$ cat config.mk
export PLATFORM = sky130hd
export DESIGN_NAME = fb_mem_arbiter
export DESIGN_NICKNAME = d
export VERILOG_FILES = /design/src/rtl/fb_pkg.sv /design/src/rtl/fb_rd_tracker.sv /design/src/rtl/fb_mem_arbiter.sv
export SDC_FILE = /design/constraint.sdc
export NUM_CORES = 1
export LEC_CHECK = 0
export ABC_AREA = 1
export CAP_MARGIN = 20
export CORE_MARGIN = 3
export CORE_UTILIZATION = 33
export DETAILED_ROUTE_END_ITERATION = 8
export PLACE_DENSITY_LB_ADDON = 0.08
export SYNTH_ARGS = -nofsm -noshare
export SYNTH_HDL_FRONTEND = slang
export SYNTH_SLANG_ARGS = --single-unit
$ cat constraint.sdc
create_clock -name clk_clk -period 1.5 [get_ports clk_clk]
set_input_delay 0.225 -clock clk_clk [delete_from_list [all_inputs] [get_ports clk_clk]]
set_output_delay 0.225 -clock clk_clk [all_outputs]
set_load 0.01 [all_outputs]
$ cat src/rtl/fb_pkg.sv
// Shared definitions for the frame-buffer memory arbiter: default widths,
// client identifiers and the starvation-counter sizing helper.
package fb_pkg;

  localparam int ADDR_W_DEF = 17;
  localparam int DATA_W_DEF = 32;

  typedef enum logic {
    CLIENT_C0 = 1'b0,
    CLIENT_C1 = 1'b1
  } client_e;

  // Bits needed to hold 0..starve_max inclusive.
  function automatic int starve_cnt_w(input int starve_max);
    if (starve_max < 1) begin
      return 1;
    end else begin
      return $clog2(starve_max + 1);
    end
  endfunction

endpackage

$ cat src/rtl/fb_rd_tracker.sv
// Read-return tracker: RD_LAT-deep valid/owner shift register fed from the
// memory command cycle, so rvalid lines up with mem_readdata in issue order.
module fb_rd_tracker
  import fb_pkg::*;
#(
  parameter int RD_LAT = 1
) (
  input  logic    clk,
  input  logic    rst,
  input  logic    push_valid,
  input  client_e push_owner,
  output logic    rvalid_c0,
  output logic    rvalid_c1
);

  logic [RD_LAT-1:0] vld_q, vld_d;
  logic [RD_LAT-1:0] own_q, own_d;

  // Shift one stage per cycle; stage 0 captures the read in its command cycle.
  always_comb begin
    vld_d    = vld_q;
    own_d    = own_q;
    vld_d[0] = push_valid;
    own_d[0] = push_owner;
    for (int i = 1; i < RD_LAT; i++) begin
      vld_d[i] = vld_q[i-1];
      own_d[i] = own_q[i-1];
    end
  end

  // Pipeline state; reset discards every read still in flight.
  always_ff @(posedge clk or posedge rst) begin
    if (rst) begin
      vld_q <= '0;
      own_q <= '0;
    end else begin
      vld_q <= vld_d;
      own_q <= own_d;
    end
  end

  assign rvalid_c0 = vld_q[RD_LAT-1] & (own_q[RD_LAT-1] == 1'(CLIENT_C0));
  assign rvalid_c1 = vld_q[RD_LAT-1] & (own_q[RD_LAT-1] == 1'(CLIENT_C1));

endmodule

$ cat src/rtl/fb_mem_arbiter.sv
// Two-client arbiter in front of a single-port frame-buffer memory: scanout
// (client 0) has priority, client 1 is forced through after STARVE_MAX losses.
module fb_mem_arbiter
  import fb_pkg::*;
#(
  parameter int ADDR_W     = ADDR_W_DEF,
  parameter int DATA_W     = DATA_W_DEF,
  parameter int RD_LAT     = 1,
  parameter int STARVE_MAX = 8
) (
  input  logic                clk_clk,
  input  logic                reset_reset,
  input  logic                c0_req,
  input  logic [ADDR_W-1:0]   c0_addr,
  output logic                c0_gnt,
  output logic                c0_rvalid,
  output logic [DATA_W-1:0]   c0_rdata,
  input  logic                c1_req,
  input  logic                c1_we,
  input  logic [ADDR_W-1:0]   c1_addr,
  input  logic [DATA_W-1:0]   c1_wdata,
  input  logic [DATA_W/8-1:0] c1_be,
  output logic                c1_gnt,
  output logic                c1_rvalid,
  output logic [DATA_W-1:0]   c1_rdata,
  output logic [ADDR_W-1:0]   mem_address,
  output logic                mem_chipselect,
  output logic                mem_clken,
  output logic                mem_write,
  output logic [DATA_W-1:0]   mem_writedata,
  output logic [DATA_W/8-1:0] mem_byteenable,
  input  logic [DATA_W-1:0]   mem_readdata
);

  localparam int CNT_W = starve_cnt_w(STARVE_MAX);
  localparam int BE_W  = DATA_W / 8;

  logic [CNT_W-1:0]  starve_q, starve_d;
  logic [ADDR_W-1:0] addr_q, addr_d;
  logic [DATA_W-1:0] wdata_q, wdata_d;
  logic [BE_W-1:0]   be_q, be_d;
  logic              cs_q, cs_d;
  logic              we_q, we_d;
  logic              clken_q, clken_d;
  client_e           owner_q, owner_d;

  logic starve_hit_s;
  logic c1_win_s;
  logic c0_acc_s;
  logic c1_acc_s;
  logic c1_null_s;

  // Arbitration: gnt is combinational so a request can be accepted every cycle.
  always_comb begin
    starve_hit_s = (starve_q == CNT_W'(STARVE_MAX));
    c1_win_s     = c1_req & (~c0_req | starve_hit_s);
    c0_gnt       = ~reset_reset & c0_req & ~c1_win_s;
    c1_gnt       = ~reset_reset & c1_win_s;
    c0_acc_s     = c0_req & c0_gnt;
    c1_acc_s     = c1_req & c1_gnt;
    c1_null_s    = c1_we & (c1_be == {BE_W{1'b0}});
  end

  // Starvation counter only counts losses while client 1 is actually waiting.
  always_comb begin
    starve_d = starve_q;
    if (~c1_req || c1_acc_s) begin
      starve_d = {CNT_W{1'b0}};
    end else if (c0_acc_s && !starve_hit_s) begin
      starve_d = starve_q + CNT_W'(1);
    end else begin
      starve_d = starve_q;
    end
  end

  // Next memory command; a zero-byte-enable write is swallowed like an idle cycle.
  always_comb begin
    addr_d  = addr_q;
    wdata_d = wdata_q;
    be_d    = be_q;
    owner_d = owner_q;
    cs_d    = 1'b0;
    we_d    = 1'b0;
    clken_d = 1'b1;
    if (c0_acc_s) begin
      addr_d  = c0_addr;
      be_d    = {BE_W{1'b1}};
      cs_d    = 1'b1;
      owner_d = CLIENT_C0;
    end else if (c1_acc_s && !c1_null_s) begin
      addr_d  = c1_addr;
      wdata_d = c1_wdata;
      be_d    = c1_be;
      cs_d    = 1'b1;
      we_d    = c1_we;
      owner_d = CLIENT_C1;
    end else begin
      cs_d = 1'b0;
      we_d = 1'b0;
    end
  end

  // Arbiter and memory-command registers.
  always_ff @(posedge clk_clk or posedge reset_reset) begin
    if (reset_reset) begin
      starve_q <= {CNT_W{1'b0}};
      addr_q   <= {ADDR_W{1'b0}};
      wdata_q  <= {DATA_W{1'b0}};
      be_q     <= {BE_W{1'b0}};
      cs_q     <= 1'b0;
      we_q     <= 1'b0;
      clken_q  <= 1'b0;
      owner_q  <= CLIENT_C0;
    end else begin
      starve_q <= starve_d;
      addr_q   <= addr_d;
      wdata_q  <= wdata_d;
      be_q     <= be_d;
      cs_q     <= cs_d;
      we_q     <= we_d;
      clken_q  <= clken_d;
      owner_q  <= owner_d;
    end
  end

  assign mem_address    = addr_q;
  assign mem_writedata  = wdata_q;
  assign mem_byteenable = be_q;
  assign mem_chipselect = cs_q;
  assign mem_write      = we_q;
  assign mem_clken      = clken_q;

  fb_rd_tracker #(
    .RD_LAT (RD_LAT)
  ) u_rd_tracker (
    .clk        (clk_clk),
    .rst        (reset_reset),
    .push_valid (cs_q & ~we_q),
    .push_owner (owner_q),
    .rvalid_c0  (c0_rvalid),
    .rvalid_c1  (c1_rvalid)
  );

  assign c0_rdata = mem_readdata;
  assign c1_rdata = mem_readdata;

endmodule

==> results.json <==
{
  "syn-cell-area_um2": 3436,
  "period_used_pct": 116.1,
  "hold_depth": 0,
  "num_antenna_cells": 0,
  "slew_violations": 0,
  "rsz0062_at_grt": "yes",
  "inverters": 16,
  "cp_top_family": "flip-flops",
  "largest_cell_class": "non-clock buffers",
  "postRouteAntennaNets": 0,
  "yosys.area_share.aoi_pct": 0.6555,
  "worstPathMaxFanout": 3,
  "cts_buffers": 9,
  "yosysTopAreaCellShare_pct": 45.88,
  "drtIter0Drc": 100,
  "final-setup-viol-count": 56,
  "crit_top_cell": "nand2_4",
  "hold_class": "reg -> reg",
  "required_ns": 1.27,
  "logic_gates": 246,
  "overflow": 0,
  "p_leak_nw": 2.798,
  "rrSetupSlack_ns": -0.12,
  "endpoint_kind": "output pin",
  "gp_congestion": 0.7378,
  "grt.busiest_layer": "met2",
  "postLayoutSetupSlackWorst_ns": -0.2408,
  "floorplan.nets": 517,
  "routed_wl_um": 9646,
  "sh_comb_area_pct": 25.59,
  "finalInstanceArea_um2": 5251,
  "regArea_um2": 1577,
  "nFillCells": 918,
  "sh_seq_area_pct": 30.02,
  "initCoreUtil_pct": 34.51,
  "die_width_um": 108.0,
  "tns_ns": -4.760,
  "io_pins": 231,
  "xor_share_pct": 0.5098,
  "nNonClkBuffers": 173,
  "path_class": "reg -> out",
  "synthCells": 408,
  "htreeDepth": 3,
  "die_h_um": 108.0,
  "status": "finished with violations",
  "grt_antenna_before_repair": 0,
  "buffer_area_share_pct": 35.36,
  "dieArea_um2": 11670,
  "cts-root-buf": "clkbuf_8",
  "yosys-top-cells-area": "dfrtp_1 (46%), nand2_1 (16%), buf_4 (15%)",
  "synth.largest_area_cell": "dfrtp_1",
  "worstReg2RegEnd": "mem_writedata[23]",
  "cap_viol_max_count": 0,
  "peakVddDrop_uv": 462.0,
  "clk_latency_ns": 0.34,
  "clock_cell_area_share_pct": 4.622,
  "path_cells": "inv_2 -> ha_4 -> nand3_4 -> nand2_4 -> nand2_4 -> buf_12 -> nand2_8 -> inv_4 -> buf_6",
  "syn_avg_cell_area_um2": 8.421,
  "total_power_mw": 5.300,
  "fp-row-count": 36,
  "wl_met3_um": 755,
  "vias": 2876,
  "mux_share_pct": 0,
  "cts_tree": "built",
  "grt_first_pass_wirelength_um": 15170,
  "nets": 618,
  "hold_end": "u_rd_tracker.own_q",
  "use_met1_pct": 22.00,
  "final_common_cell": "nand2_1",
  "grt_pass1_vias": 2867,
  "violations": "negative setup slack",
  "worst-path-buf-inv": 4,
  "synthTopLogicFamily": "simple AND/OR/NAND/NOR gates",
  "fmax_mhz": 574.4,
  "ys_cells": 408,
  "clockBufferCount": 14,
  "post_cts_resized": 60,
  "layout-drive-gt1-share_pct": 20.23,
  "crit_path_end": "c0_gnt",
  "drt-vias-per-instance": 4.445,
  "portBuffers": 134,
  "synth-warning-count": 0,
  "cp_slowest_cell": "dfrtp_1",
  "routedWlPerCell_um": 14.91,
  "finalClockSkew_ns": 0.007230,
  "critPathMaxStageDelay_ns": 0.39,
  "tool_warnings": 29,
  "ys_seq_share_pct": 45.88,
  "dpl_cell_area_um2": 4459,
  "layout.area.comb_um2": 1344,
  "fin_util_pct": 52.75,
  "cts.clk_slew.worst_paths_ns": 0.07,
  "ctsHoldBuffers": 0
}
==> report_power, final <==
group	internal (mW)	leakage, nW	switching, mW
sequential	1.96	0.789	0.133
combinational	0.802	1.89	0.631
clock	1.12	0.123	0.656
total	3.88	2.80	1.42
==> synthesized netlist by cell type <==
master and number:
nand2_4 3, buf_6 11, dfrtp_1 63, nand2_1 148, conb_1 1, xor2_1 1, o22ai_1 2, nand4_1 1
nand2_8 1, nand3_1 74, buf_4 69, nor2_4 2, inv_1 14, nand4_4 1, buf_8 1, nand3_2 1
inv_2 2, o21ai_0 2, buf_2 3, ha_1 2, nor2_1 5, xnor2_1 1
==> flip-flops by register name, indices dropped and copies added (netlist names), 4 cells and up <==
| register | count |
|---|---|
| mem_address | 17 |
| mem_byteenable | 4 |
| mem_writedata | 32 |
| starve_q | 4 |
==> images/pdn.png <==
Bar = 20 um. Pins as bars on the die edge. Tap cells in gray.
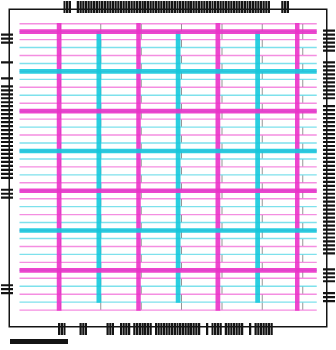
color	net
cyan	VDD
magenta	VSS
signal pins	231
met4 straps	7
rows	36

==> images/cell_classes.png <==
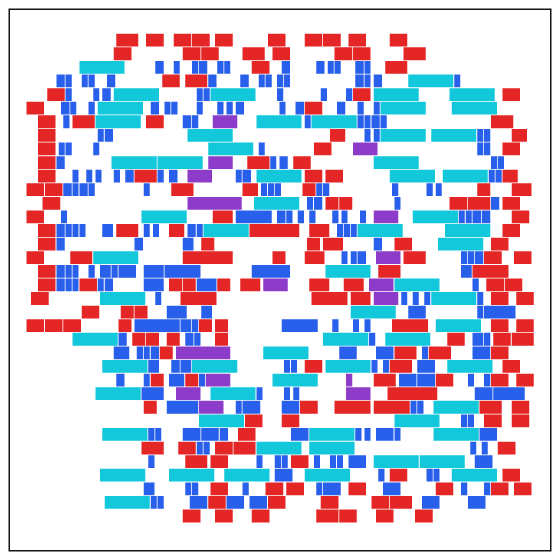
color	class	cells
cyan	flip-flops	63
purple	clock drivers and dummy loads	16
blue	all other logic	262
red	other buffers and delay cells	173

==> images/clock_map.png <==
Bar = 20 um.
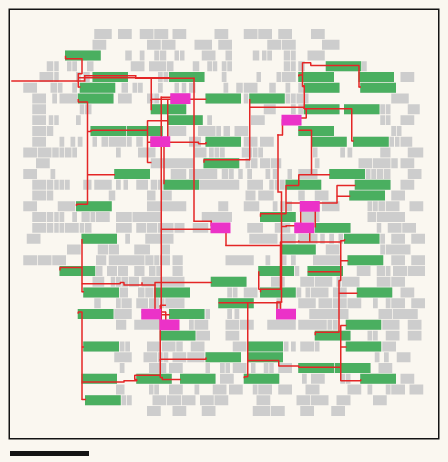
[green] flip-flops | count: 63
[magenta] cells driving clock nets | count: 9
[red] clock wires | length: 935 um
routed clock nets	10

==> images/metal_stack.png <==
Bar = 20 um. Only two layers are drawn.
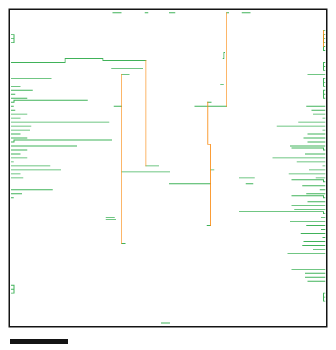
color	layer	wire length
green	met3	756 um
orange	met4	174 um

No activity file was given, so power comes from the tool's default toggle rates.
